--- config.mk ---
export PLATFORM = sky130hd
export DESIGN_NAME = result_reader
export DESIGN_NICKNAME = d
export VERILOG_FILES = /design/src/rtl/result_reader_pkg.sv /design/src/rtl/result_checker.sv /design/src/rtl/result_reader.sv
export SDC_FILE = /design/constraint.sdc
export NUM_CORES = 1
export LEC_CHECK = 0
export CORE_MARGIN = 2
export CORE_UTILIZATION = 41
export CTS_CLUSTER_DIAMETER = 100
export CTS_CLUSTER_SIZE = 8
export DETAILED_ROUTE_END_ITERATION = 10
export HOLD_SLACK_MARGIN = 0.03
export PLACE_DENSITY = 0.79
export SLEW_MARGIN = 10
export SYNTH_ARGS = -nofsm -noshare
export SYNTH_HDL_FRONTEND = slang
export SYNTH_HIERARCHICAL = 1
export SYNTH_SLANG_ARGS = --single-unit
--- constraint.sdc ---
create_clock -name clk_i -period 1.6 [get_ports clk_i]
set_clock_uncertainty 0.05 [all_clocks]
set_input_delay 0.16 -clock clk_i [delete_from_list [all_inputs] [get_ports clk_i]]
set_output_delay 0.16 -clock clk_i [all_outputs]
set_load 0.02 [all_outputs]
--- src/rtl/result_reader_pkg.sv ---
// Shared types and width helpers for the result memory reader.
// Contents: state_t (reader FSM states), addr_w()/len_w() width helpers.
package result_reader_pkg;

    typedef enum logic [1:0] {
        IDLE,
        FETCH,
        SEND,
        DONE
    } state_t;

    // Address width for a memory of the given depth.
    function automatic int unsigned addr_w(input int unsigned depth);
        return $clog2(depth);
    endfunction

    // Length width: must also encode the full-depth value.
    function automatic int unsigned len_w(input int unsigned depth);
        return $clog2(depth) + 1;
    endfunction

endpackage

--- src/rtl/result_checker.sv ---
// Compares each accepted word against an expected value and counts
// mismatches with a saturating counter. Only built with
// RESULT_READER_CHECK_EN defined.
// Ports: clk_i, rst_i (sync, active high), clr_i (clear on accepted start),
//        hs_i (handshake), data_i / exp_i (observed / expected word),
//        cnt_o (mismatch count).
`ifdef RESULT_READER_CHECK_EN
module result_checker #(
    parameter int unsigned MEM_WIDTH = 32,
    parameter int unsigned CNT_W     = 4
) (
    input  logic                 clk_i,
    input  logic                 rst_i,
    input  logic                 clr_i,
    input  logic                 hs_i,
    input  logic [MEM_WIDTH-1:0] data_i,
    input  logic [MEM_WIDTH-1:0] exp_i,
    output logic [CNT_W-1:0]     cnt_o
);

    logic [CNT_W-1:0] cnt_q, cnt_d;

    // Clear has priority; the counter sticks at all-ones.
    always_comb begin
        cnt_d = cnt_q;
        if (clr_i) begin
            cnt_d = '0;
        end else if (hs_i && (data_i != exp_i) && (cnt_q != '1)) begin
            cnt_d = cnt_q + CNT_W'(1);
        end
    end

    always_ff @(posedge clk_i) begin
        if (rst_i) begin
            cnt_q <= '0;
        end else begin
            cnt_q <= cnt_d;
        end
    end

    assign cnt_o = cnt_q;

endmodule
`endif

--- src/rtl/result_reader.sv ---
// Reads a window of result memory entries in address order and streams
// each registered word out on a valid/ready port.
// Ports: clk_i, rst_i (sync, active high), start_i, base_addr_i, len_i,
//        rd_addr_o / rd_data_i (async memory read), data_o, valid_o,
//        ready_i, busy_o, done_o.
// Optional (RESULT_READER_CHECK_EN): exp_data_i, mismatch_cnt_o.
module result_reader
    import result_reader_pkg::*;
#(
    parameter  int unsigned MEM_DEPTH = 8,
    parameter  int unsigned MEM_WIDTH = 32,
    localparam int unsigned ADDR_W    = addr_w(MEM_DEPTH),
    localparam int unsigned LEN_W     = len_w(MEM_DEPTH)
) (
    input  logic                 clk_i,
    input  logic                 rst_i,
    input  logic                 start_i,
    input  logic [ADDR_W-1:0]    base_addr_i,
    input  logic [LEN_W-1:0]     len_i,
    output logic [ADDR_W-1:0]    rd_addr_o,
    input  logic [MEM_WIDTH-1:0] rd_data_i,
    output logic [MEM_WIDTH-1:0] data_o,
    output logic                 valid_o,
    input  logic                 ready_i,
    output logic                 busy_o,
    output logic                 done_o
`ifdef RESULT_READER_CHECK_EN
    ,
    input  logic [MEM_WIDTH-1:0] exp_data_i,
    output logic [LEN_W-1:0]     mismatch_cnt_o
`endif
);

    localparam logic [LEN_W-1:0] LEN_MAX = LEN_W'(MEM_DEPTH);

    state_t               state_q, state_d;
    logic [ADDR_W-1:0]    ptr_q, ptr_d;
    logic [LEN_W-1:0]     rem_q, rem_d;
    logic [LEN_W-1:0]     len_clamped;
    logic [MEM_WIDTH-1:0] data_q, data_d;
    logic                 valid_q, valid_d;
    logic                 busy_q, busy_d;
    logic                 done_q, done_d;
    logic                 handshake;

    assign len_clamped = (len_i > LEN_MAX) ? LEN_MAX : len_i;
    assign handshake   = (state_q == SEND) && ready_i;

    // Next state; registered outputs are decoded from the next state so
    // they line up with the state they describe.
    always_comb begin
        state_d = state_q;
        ptr_d   = ptr_q;
        rem_d   = rem_q;
        data_d  = data_q;
        unique case (state_q)
            IDLE: begin
                if (start_i) begin
                    ptr_d   = base_addr_i;
                    rem_d   = len_clamped;
                    state_d = (len_clamped == '0) ? DONE : FETCH;
                end
            end
            FETCH: begin
                data_d  = rd_data_i;
                rem_d   = rem_q - LEN_W'(1);
                ptr_d   = ptr_q + ADDR_W'(1);
                state_d = SEND;
            end
            SEND: begin
                if (handshake) begin
                    state_d = (rem_q == '0) ? DONE : FETCH;
                end
            end
            DONE: begin
                state_d = IDLE;
            end
            default: begin
                state_d = IDLE;
            end
        endcase
        valid_d = (state_d == SEND);
        busy_d  = (state_d != IDLE);
        done_d  = (state_d == DONE);
    end

    always_ff @(posedge clk_i) begin
        if (rst_i) begin
            state_q <= IDLE;
            ptr_q   <= '0;
            rem_q   <= '0;
            data_q  <= '0;
            valid_q <= 1'b0;
            busy_q  <= 1'b0;
            done_q  <= 1'b0;
        end else begin
            state_q <= state_d;
            ptr_q   <= ptr_d;
            rem_q   <= rem_d;
            data_q  <= data_d;
            valid_q <= valid_d;
            busy_q  <= busy_d;
            done_q  <= done_d;
        end
    end

    assign rd_addr_o = ptr_q;
    assign data_o    = data_q;
    assign valid_o   = valid_q;
    assign busy_o    = busy_q;
    assign done_o    = done_q;

`ifdef RESULT_READER_CHECK_EN
    result_checker #(
        .MEM_WIDTH (MEM_WIDTH),
        .CNT_W     (LEN_W)
    ) u_checker (
        .clk_i  (clk_i),
        .rst_i  (rst_i),
        .clr_i  ((state_q == IDLE) && start_i),
        .hs_i   (handshake),
        .data_i (data_q),
        .exp_i  (exp_data_i),
        .cnt_o  (mismatch_cnt_o)
    );
`endif

endmodule
==> flow_summary.json <==
{
  "status": "finished clean",
  "dr_wl_met3_um": 319,
  "crit_type": "flop to primary output",
  "path_cells": "clkdlybuf4s50_1",
  "max_freq_ghz": 0.6526,
  "htree_levels": 2,
  "powerDensity_nw_per_um2": 940.9,
  "top_cells_by_count": "nand2_1, dfxtp_1, a21oi_1, buf_2, clkbuf_1",
  "power.switching_mw": 0.7300,
  "comb_area_share_pct": 28.27,
  "cpMaxStageDelayCell": "clkdlybuf4s50_1",
  "min_path_cells": 3,
  "combPwrFrac_pct": 24.4,
  "top_layer_used": "met4",
  "ys_chip_area_um2": 1753,
  "place.gp.congestion": 0.8472,
  "synth-seq-cells": 44,
  "seq_share_pct": 32.09,
  "power_leader": "sequential cells",
  "seq-power_mw": 1.23,
  "lay_top_cells": "clkdlybuf4s50_1, nand2_1, dfxtp_1, a21oi_1, buf_4",
  "grt_pass1_wl_um": 7679,
  "power_leakage_nw": 1.002,
  "final_antenna_net_count": 0,
  "rr_worst_depth": 5,
  "cts_tree": "built"
}
Figure 1. Register map, names as in the netlist.
Other sequential cells in the stronger grey, the rest of the logic in the fainter grey.
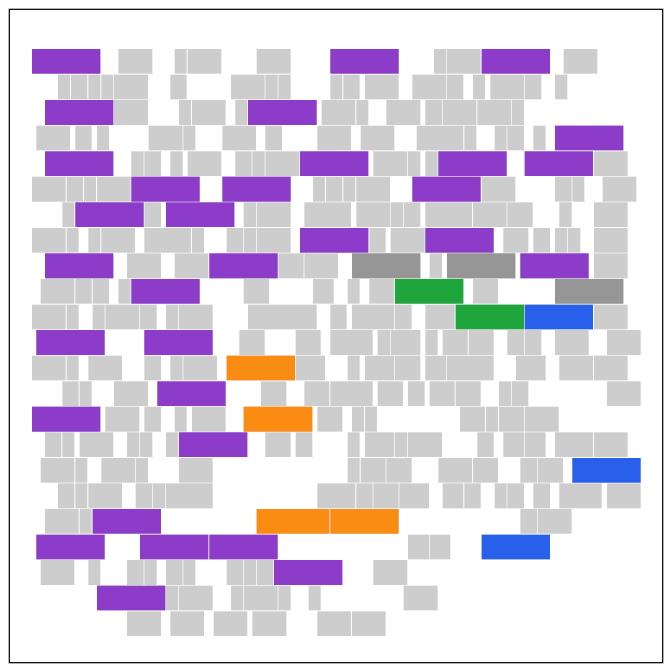
[orange] rem_q | placed flops: 4
[purple] data_o | placed flops: 32 | where: widely spread
[blue] rd_addr_o | placed flops: 3
[green] state_q | placed flops: 2
not coloured: 3
FF/Latch Area: 882.1 um2
final core occ: 67.75%

Figure 2. Pin placement.
Pins as bars across the die edge, other pins in grey.
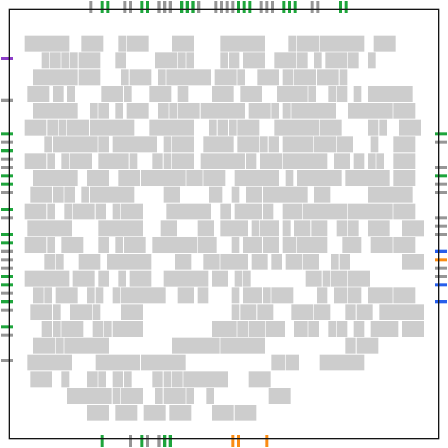
[green] data_o | pins: 32 | direction: output | edge: 15 north, 11 west, 4 south, 2 east
[orange] len_i | pins: 4 | direction: input | edge: 3 south, 1 east
[purple] clk_i | pins: 1 | direction: input | edge: west
[blue] rd_addr_o | pins: 3 | direction: output | edge: east
all pins by edge: 31 north, 25 west, 15 east, 10 south
Die Width: 69.39 um
DIE HEIGHT: 69.39 um
PortBufs: 80

Figure 3. Wiring by layer.
The bar under the picture is 20 um long.
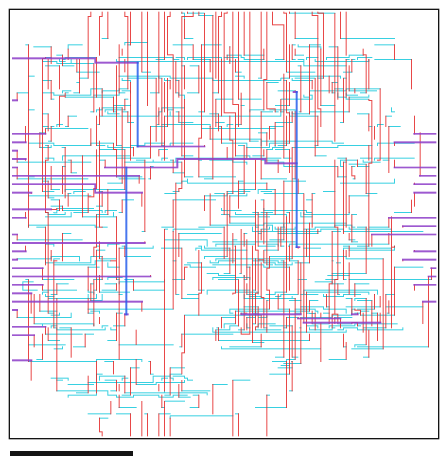
[red] metal 2 | wire length: 2170 um
[blue] metal 4 | wire length: 62.6 um
[purple] metal 3 | wire length: 319 um
[cyan] metal 1 | wire length: 2060 um
Total Routing Usage GR: 19.64%
Total Routed Length: 4610 um

Figure 4. Routing congestion map.
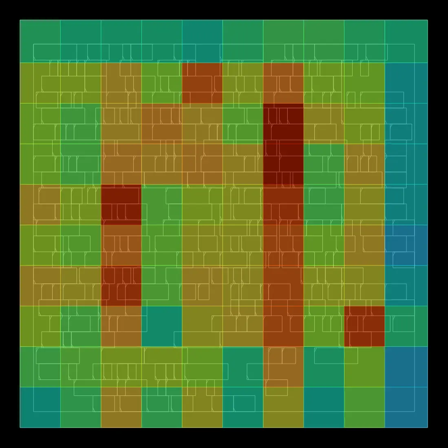
most used routing layer: met2
Wirelength per Cell: 13.17 um
Global Route met3 Usage: 5.959%

